[src/rtl/digit_serial_addsub.sv]
// Digit-serial adder/subtractor: DIGIT bits per cycle, NDIG = DWIDTH/DIGIT
// cycles per operation. There is a valid/ready handshake on both sides, and
// signed overflow is reported for both add and subtract.
module digit_serial_addsub #(
  parameter int DWIDTH = 8,
  parameter int DIGIT  = 2
) (
  input  logic              clk,
  input  logic              rst,
  input  logic [DWIDTH-1:0] in1,
  input  logic [DWIDTH-1:0] in2,
  input  logic              sub,
  input  logic              ivalid,
  output logic              iready,
  output logic [DWIDTH-1:0] Sum,
  output logic              Carry,
  output logic              Overflow,
  output logic              ovalid,
  input  logic              oready,
  output logic              busy
);

  localparam int NDIG = DWIDTH / DIGIT;
  localparam int CW   = (NDIG > 1) ? $clog2(NDIG) : 1;

  // Reject digit sizes that do not tile the operand exactly.
  generate
    if (DIGIT < 1 || DIGIT > DWIDTH || (DWIDTH % DIGIT) != 0) begin : g_bad_param
      $error("digit_serial_addsub: DIGIT must divide DWIDTH and lie in 1..DWIDTH");
    end
  endgenerate

  typedef enum logic [1:0] {IDLE, RUN, DONE} state_t;

  state_t            state_q, state_d;
  logic [DWIDTH-1:0] a_q, a_d, b_q, b_d, sum_q, sum_d;
  logic              cy_q, cy_d, cout_q, cout_d, ovf_q, ovf_d;
  logic [CW-1:0]     cnt_q, cnt_d;

  logic [DIGIT:0]          dsum;
  logic [DIGIT-1:0]        dig_s;
  logic                    dig_c, c_msb;
  logic [DWIDTH+DIGIT-1:0] sum_cat;

  // Narrow digit adder over the low digit of the shifting operands.
  always_comb begin
    dsum  = {1'b0, a_q[DIGIT-1:0]} + {1'b0, b_q[DIGIT-1:0]} + {{DIGIT{1'b0}}, cy_q};
    dig_s = dsum[DIGIT-1:0];
    dig_c = dsum[DIGIT];
    // Carry into the top bit of this digit, recovered from that bit's sum.
    c_msb = dsum[DIGIT-1] ^ a_q[DIGIT-1] ^ b_q[DIGIT-1];
    // The new digit enters at the MSB end as the result shifts right.
    sum_cat = {dig_s, sum_q};
  end

  // Next-state and datapath updates; registers hold their value by default.
  always_comb begin
    state_d = state_q;
    a_d     = a_q;
    b_d     = b_q;
    sum_d   = sum_q;
    cy_d    = cy_q;
    cout_d  = cout_q;
    ovf_d   = ovf_q;
    cnt_d   = cnt_q;
    unique case (state_q)
      IDLE: begin
        if (ivalid) begin
          a_d     = in1;
          // Subtract as A + ~B + 1, with the +1 injected as the initial carry.
          b_d     = sub ? ~in2 : in2;
          cy_d    = sub;
          cnt_d   = CW'(NDIG - 1);
          sum_d   = '0;
          state_d = RUN;
        end
      end
      RUN: begin
        cy_d  = dig_c;
        sum_d = sum_cat[DWIDTH+DIGIT-1:DIGIT];
        a_d   = a_q >> DIGIT;
        b_d   = b_q >> DIGIT;
        cnt_d = cnt_q - 1'b1;
        if (cnt_q == '0) begin
          cout_d  = dig_c;
          ovf_d   = c_msb ^ dig_c;
          state_d = DONE;
        end
      end
      DONE: begin
        if (oready) state_d = IDLE;
      end
      default: state_d = IDLE;
    endcase
  end

  // State and datapath registers; reset aborts any operation in flight.
  always_ff @(posedge clk) begin
    if (rst) begin
      state_q <= IDLE;
      a_q     <= '0;
      b_q     <= '0;
      sum_q   <= '0;
      cy_q    <= 1'b0;
      cout_q  <= 1'b0;
      ovf_q   <= 1'b0;
      cnt_q   <= '0;
    end else begin
      state_q <= state_d;
      a_q     <= a_d;
      b_q     <= b_d;
      sum_q   <= sum_d;
      cy_q    <= cy_d;
      cout_q  <= cout_d;
      ovf_q   <= ovf_d;
      cnt_q   <= cnt_d;
    end
  end

  assign iready   = (state_q == IDLE);
  assign ovalid   = (state_q == DONE);
  assign busy     = (state_q != IDLE);
  assign Sum      = sum_q;
  assign Carry    = cout_q;
  assign Overflow = ovf_q;

endmodule

[config.mk]
export PLATFORM = sky130hd
export DESIGN_NAME = digit_serial_addsub
export DESIGN_NICKNAME = d
export VERILOG_FILES = /design/src/rtl/digit_serial_addsub.sv
export SDC_FILE = /design/constraint.sdc
export NUM_CORES = 1
export LEC_CHECK = 0
export ABC_AREA = 1
export CORE_MARGIN = 4
export CORE_UTILIZATION = 45
export DETAILED_ROUTE_END_ITERATION = 10
export GPL_TIMING_DRIVEN = 0
export MAX_ROUTING_LAYER = met4
export PLACE_DENSITY = 0.75
export SLEW_MARGIN = 20
export SYNTH_ARGS = -nofsm -noshare
export SYNTH_HDL_FRONTEND = slang
export SYNTH_SLANG_ARGS = --single-unit
[constraint.sdc]
create_clock -name clk -period 1.97 [get_ports clk]
set_clock_uncertainty 0.2 [all_clocks]
set_input_delay 0.2955 -clock clk [delete_from_list [all_inputs] [get_ports clk]]
set_output_delay 0.2955 -clock clk [all_outputs]
set_load 0.01 [all_outputs]
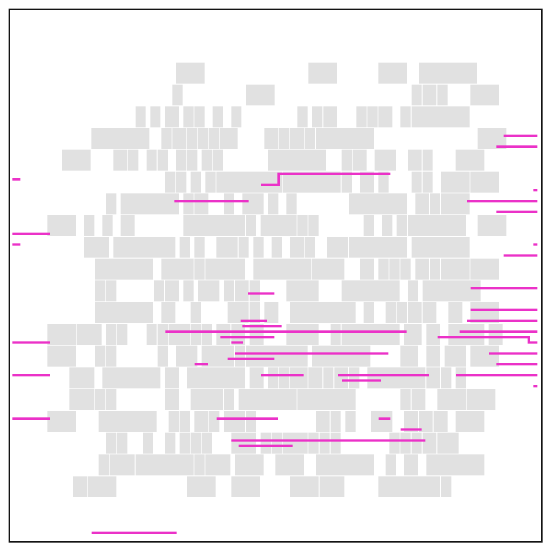
(run_1/layer_met3.png)
(8 px per µm)
wire length on this layer: 285 µm
main direction: horizontal
met3 usage: 3.23%
routed vias: 1460
total wire length: 3630 µm

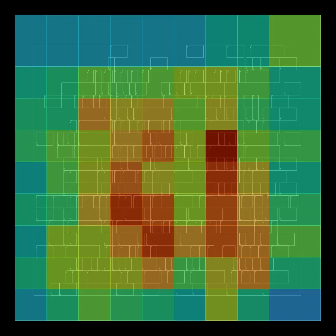
(run_1/congestion.png)
drt wl/cell: 11.9 µm
met2 Use GR: 30.4%
gr busiest metal: met2

==> results.py, run 1 <==
# Synthesis and PnR figures
metrics = {
    "synth": {
        "syn_area_um2": 1530,
        "yosys_area_um2": 1530,
        "synth-edff-count": 0,
        "synthCells": 220,
        "logic_family": "simple AND/OR/NAND/NOR gates",
        "synth-async-reset-ratio_pct": 0,
        "ys_top_cells_by_area": "dfxtp_1, nand2_1, nand3_1",
        "top_cell_area_share_pct": 40.5,
        "synthAdderAreaFrac_pct": 3.43,
        "synth_flops": 31,
    },
    "grt": {
        "grt_max_degree": 11,
        "grt_overflow_total": 0,
        "use_met1_pct": 20.6,
    },
    "timing": {
        "relSlewSlack_pct": 66.2,
        "fin_ws_ns": -0.00765,
        "rsz0062_at_grt": "yes",
        "finalSetupViolCount": 1,
        "fmax_mhz": 506,
    },
    "clock_network": {
        "cts_made_buffers": 5,
        "cts_tree": "done",
        "clock-sinks": 31,
        "cts.path.max_buffers": 2,
    },
    "finish": {
        "layout-drive-gt1-share_pct": 11.9,
        "area_growth_pct": 29.9,
        "clkCellAreaFrac_pct": 2.83,
        "comb_area_um2": 768,
        "flops": 31,
    },
    "pwr": {
        "p_comb_share_pct": 24.2,
        "pwr-share-clk_pct": 26.6,
        "power_leader": "registers",
        "intPower_uw": 996,
        "pwr-share-seq_pct": 49.2,
    },
    "critical_path": {
        "endpoint_kind": "flip-flop",
        "slowest_delay_ns": 0.58,
        "crit_slowest_cell": "fa_2",
        "worst-path-stages": 9,
        "cp_top_family": "adder cells",
    },
    "run_status": {
        "status": "finished with violations",
        "violations": "setup timing",
    },
    "place": {
        "gp_congestion": 0.830,
    },
    "worst_hold_path": {
        "worstHoldStart": "ivalid",
    },
    "route": {
        "first_pass_iters": 4,
        "ant_nets": 0,
        "routed_via_density": 4.79,
    },
    "floorplanning": {
        "nWellTaps": 44,
        "rows": 20,
    },
}
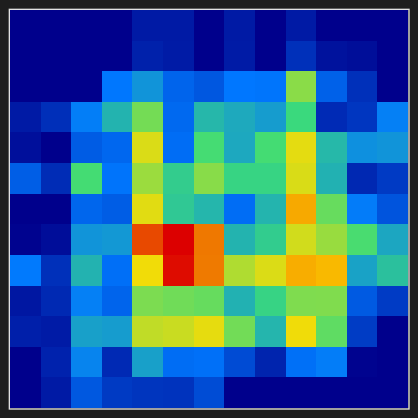
(run_1/metal_density.png)
(6 px per µm) 13 x 13 tiles, from dark blue (low) to red (high), scaled to the fullest tile. Values are wire area over tile area, all layers added.
nearly empty tiles: 21%
emptiest ninth of the die: top left
mean over tiles: 0.14
fullest tile: 0.49
total global-route track usage: 18.1%

## run 1: per-stage QoR
| step | utilization (%) | setup TNS [ns] | power (mW) | hold WS (ns) | setup slack [ns] |
|---|---|---|---|---|---|
| 2_1_floorplan | - | 0 | 0.925 | 0.165 | 0.0599 |
| 3_3_place_gp | 60.2 | -0.0500 | 1.04 | 0.247 | -0.0500 |
| 3_5_place_dp | 60.2 | -0.0818 | 1.04 | 0.252 | -0.0818 |
| 4_1_cts | 62.9 | -0.0423 | 1.43 | 0.200 | -0.0423 |
| 5_1_grt | 63.2 | -0.0800 | 1.51 | 0.245 | -0.0800 |
| 6_report | 63.2 | -0.00765 | 1.43 | 0.218 | -0.00765 |
==> run 2: changes to the inputs <==
- MAX_ROUTING_LAYER: met4 -> not set
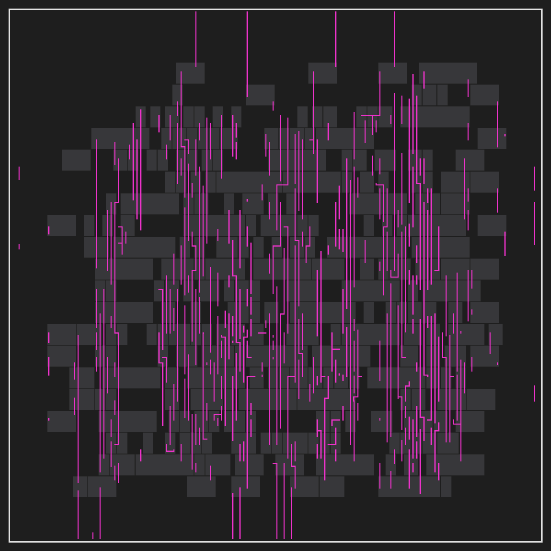
(run_2/layer_met2.png)
(8 px per µm)
share of all routed wire: 48%
wire length on this layer: 1730 µm

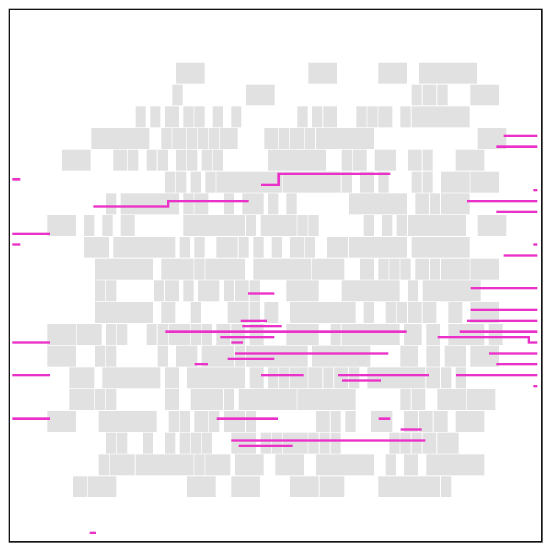
(run_2/layer_met3.png)
(8 px per µm)
main direction: horizontal
longest straight run: 29.9 µm
wire length on this layer: 286 µm

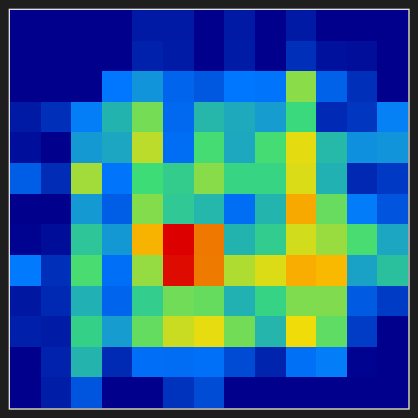
(run_2/metal_density.png)
(6 px per µm) 13 x 13 tiles, from dark blue (low) to red (high), scaled to the fullest tile. Values are wire area over tile area, all layers added.
densest ninth of the die: middle
emptiest ninth of the die: top left
tiles over half the peak: 22%
nearly empty tiles: 22%
mean over tiles: 0.14
total global-route track usage: 17.7%

==> results.py, run 2 <==
# Synthesis and PnR figures
metrics = {
    "run_status": {
        "status": "finished with violations",
        "violations": "setup timing",
    },
    "route": {
        "ant_nets": 0,
        "first_pass_iters": 4,
        "drt_wl_total_um": 3630,
    },
    "synth": {
        "yosys_area_um2": 1530,
        "synth_flops": 31,
        "top_cell_area_share_pct": 40.5,
        "syn_area_um2": 1530,
        "synth-async-reset-ratio_pct": 0,
        "synth-edff-count": 0,
    },
    "critical_path": {
        "crit_slowest_cell": "fa_2",
        "slowest_delay_ns": 0.58,
    },
    "clock_network": {
        "cts.path.max_buffers": 2,
        "cts_made_buffers": 5,
    },
    "timing": {
        "fin_ws_ns": -0.00758,
        "finalSetupViolCount": 1,
    },
    "pwr": {
        "pwr-share-seq_pct": 49.2,
        "pwr-share-clk_pct": 26.6,
        "power_leader": "registers",
    },
    "finish": {
        "area_growth_pct": 29.9,
    },
}
-- run 2: cell counts in the layout (fill, tap and decap cells not counted) --
No cell type changed its count.
-- run 2: repair_timing --
item,in CTS,in global routing
endpoints found under the setup margin,4,3
pin swaps,5,2
gates resized,5,5
setup buffers,3,0
-- run 2: routing by layer --
layer	vias to the layer above	GRT usage, %	wire length, µm
li1	758	-	-
met1	635	20.6	1530
met2	59	30.4	1730
met3	8	3.23	285
met4	0	9.14	81
met5	-	0	0
-- run 2: worst paths after layout --
check / from / to / slack (ns) / cells past startpoint
setup / recovery: cy_q / Overflow / -0.008 / 9
hold / removal: ivalid / a_q[0] / 0.22 / 5
setup reg to reg: cy_q / Overflow / -0.008 / 9
hold reg to reg: Sum[1] / Sum[1] / 0.26 / 2
==> run 3: changes to the inputs <==
- CORE_UTILIZATION: 45 -> 49
- PLACE_DENSITY: 0.75 -> 0.78
- clock period: 1.97 -> 2.15 ns (I/O delays scaled with it)
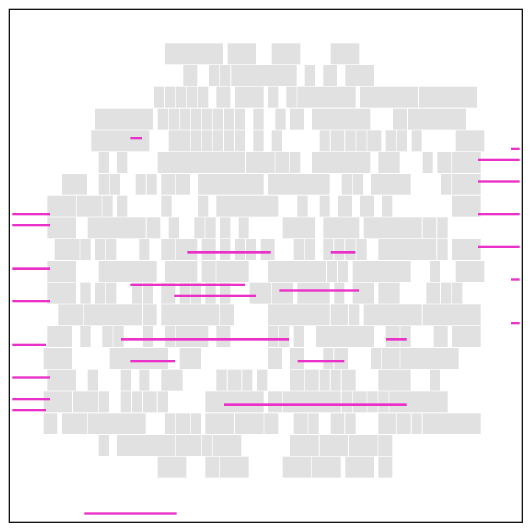
(run_3/layer_met3.png)
(8 px per µm)
nets with wire on the layer: 21
share of all routed wire: 5.2%
longest straight run: 22.5 µm
main direction: horizontal
met3 usage: 3.69%
total wire length: 3300 µm
routed vias: 1429

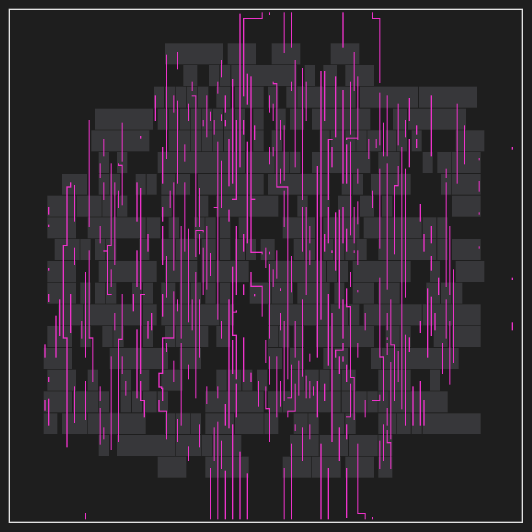
(run_3/layer_met2.png)
(8 px per µm)
share of all routed wire: 49%
main direction: vertical
met2 Use GR: 31.2%

==> results.py, run 3 <==
# Synthesis and PnR figures
metrics = {
    "run_status": {
        "status": "complete, no violations",
    },
    "clock_network": {
        "clock-sinks": 31,
        "post_cts_buffers": 0,
        "cts_made_buffers": 5,
        "cts_resized": 0,
        "cts_tree": "done",
    },
    "grt": {
        "grt_overflow_total": 0,
        "top_usage_layer": "met2",
        "grt_max_degree": 11,
    },
    "pwr": {
        "power_mw": 1.42,
    },
    "route": {
        "highest_layer": "met4",
        "ant_nets": 0,
        "dr_wl_met3_um": 171,
        "m1WireLength_um": 1460,
    },
    "timing": {
        "fin_ws_ns": 0.0856,
        "setup_tns_ns": 0,
        "relSlewSlack_pct": 65.5,
        "finalSetupViolCount": 0,
        "fmax_mhz": 484,
        "rsz0062_at_grt": "no",
    },
    "finish": {
        "clkCellAreaFrac_pct": 4.33,
        "flops": 31,
        "layout-drive-gt1-share_pct": 10.0,
        "area_growth_pct": 30.0,
        "comb_area_um2": 766,
    },
    "floorplanning": {
        "rows": 20,
    },
    "critical_path": {
        "r2r_end": "Overflow",
        "r2r_setup_slack_ns": 0.13,
        "slowest_delay_ns": 0.58,
        "endpoint_kind": "output pin",
        "cp_top_family": "buffers and inverters",
        "timing.rr.start": "cy_q",
    },
    "synth": {
        "ys_top_cells_by_area": "dfxtp_1, nand2_1, nand3_1",
        "synth-async-reset-ratio_pct": 0,
        "logic_family": "simple AND/OR/NAND/NOR gates",
        "synthCells": 220,
        "top_cell_area_share_pct": 40.5,
        "synthAdderAreaFrac_pct": 3.43,
        "synth_flops": 31,
        "synth-edff-count": 0,
    },
    "worst_hold_path": {
        "holdPathStages": 5,
        "hold_end": "a_q[0]",
        "worstHoldStart": "ivalid",
    },
    "place": {
        "gp_congestion": 0.841,
    },
}
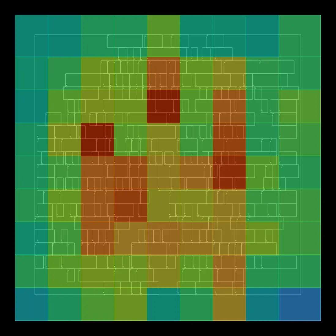
(run_3/congestion.png)
Layout Utilization: 65.9%
total global-route track usage: 18.0%
met1 Use GR: 21.0%
drt wl/cell: 10.9 µm

run 3: power breakdown:
group          total, mW  internal (mW)  leakage, nW  switching (mW)
registers          0.641          0.613        0.255          0.0282
logic              0.300          0.139        0.578           0.160
clock network      0.479          0.275       0.0482           0.205
total               1.42           1.03        0.881           0.393
run 3: worst max path at each step:
stage	slack, ns	cells past startpoint	to	startpoint
5_1_grt	0.01	9	Overflow	cy_q
3_3_place_gp	0.14	9	Overflow	a_q[0]
3_5_place_dp	0.1	9	Overflow	a_q[0]
6_report	0.09	2	iready	state_q[1]
2_1_floorplan	0.24	9	Overflow	a_q[0]
4_1_cts	0.002	3	ovalid	state_q[1]
run 3: through the flow:
step	hold slack [ns]	instance area (µm²)
finish	0.236	1990
floorplan	0.192	1530
detailed placement	0.253	1900
global route	0.263	1990
CTS	0.230	1990
global placement	0.247	1900

==> screenshots <==
I/O pins on the die edge.
(8 px per µm) Pins as bars across the die edge, other pins in grey.
image #1
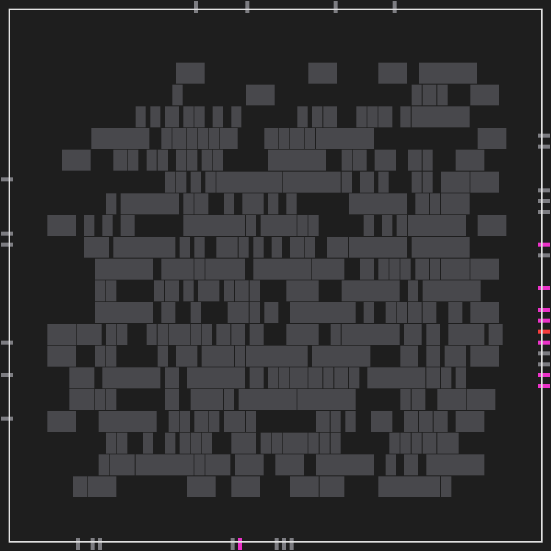
image #2
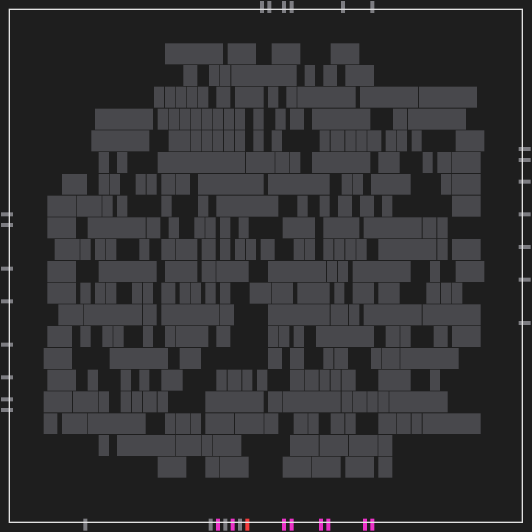
image #1: run 2
image #2: run 3

Power is estimated from default activity; no workload was simulated.
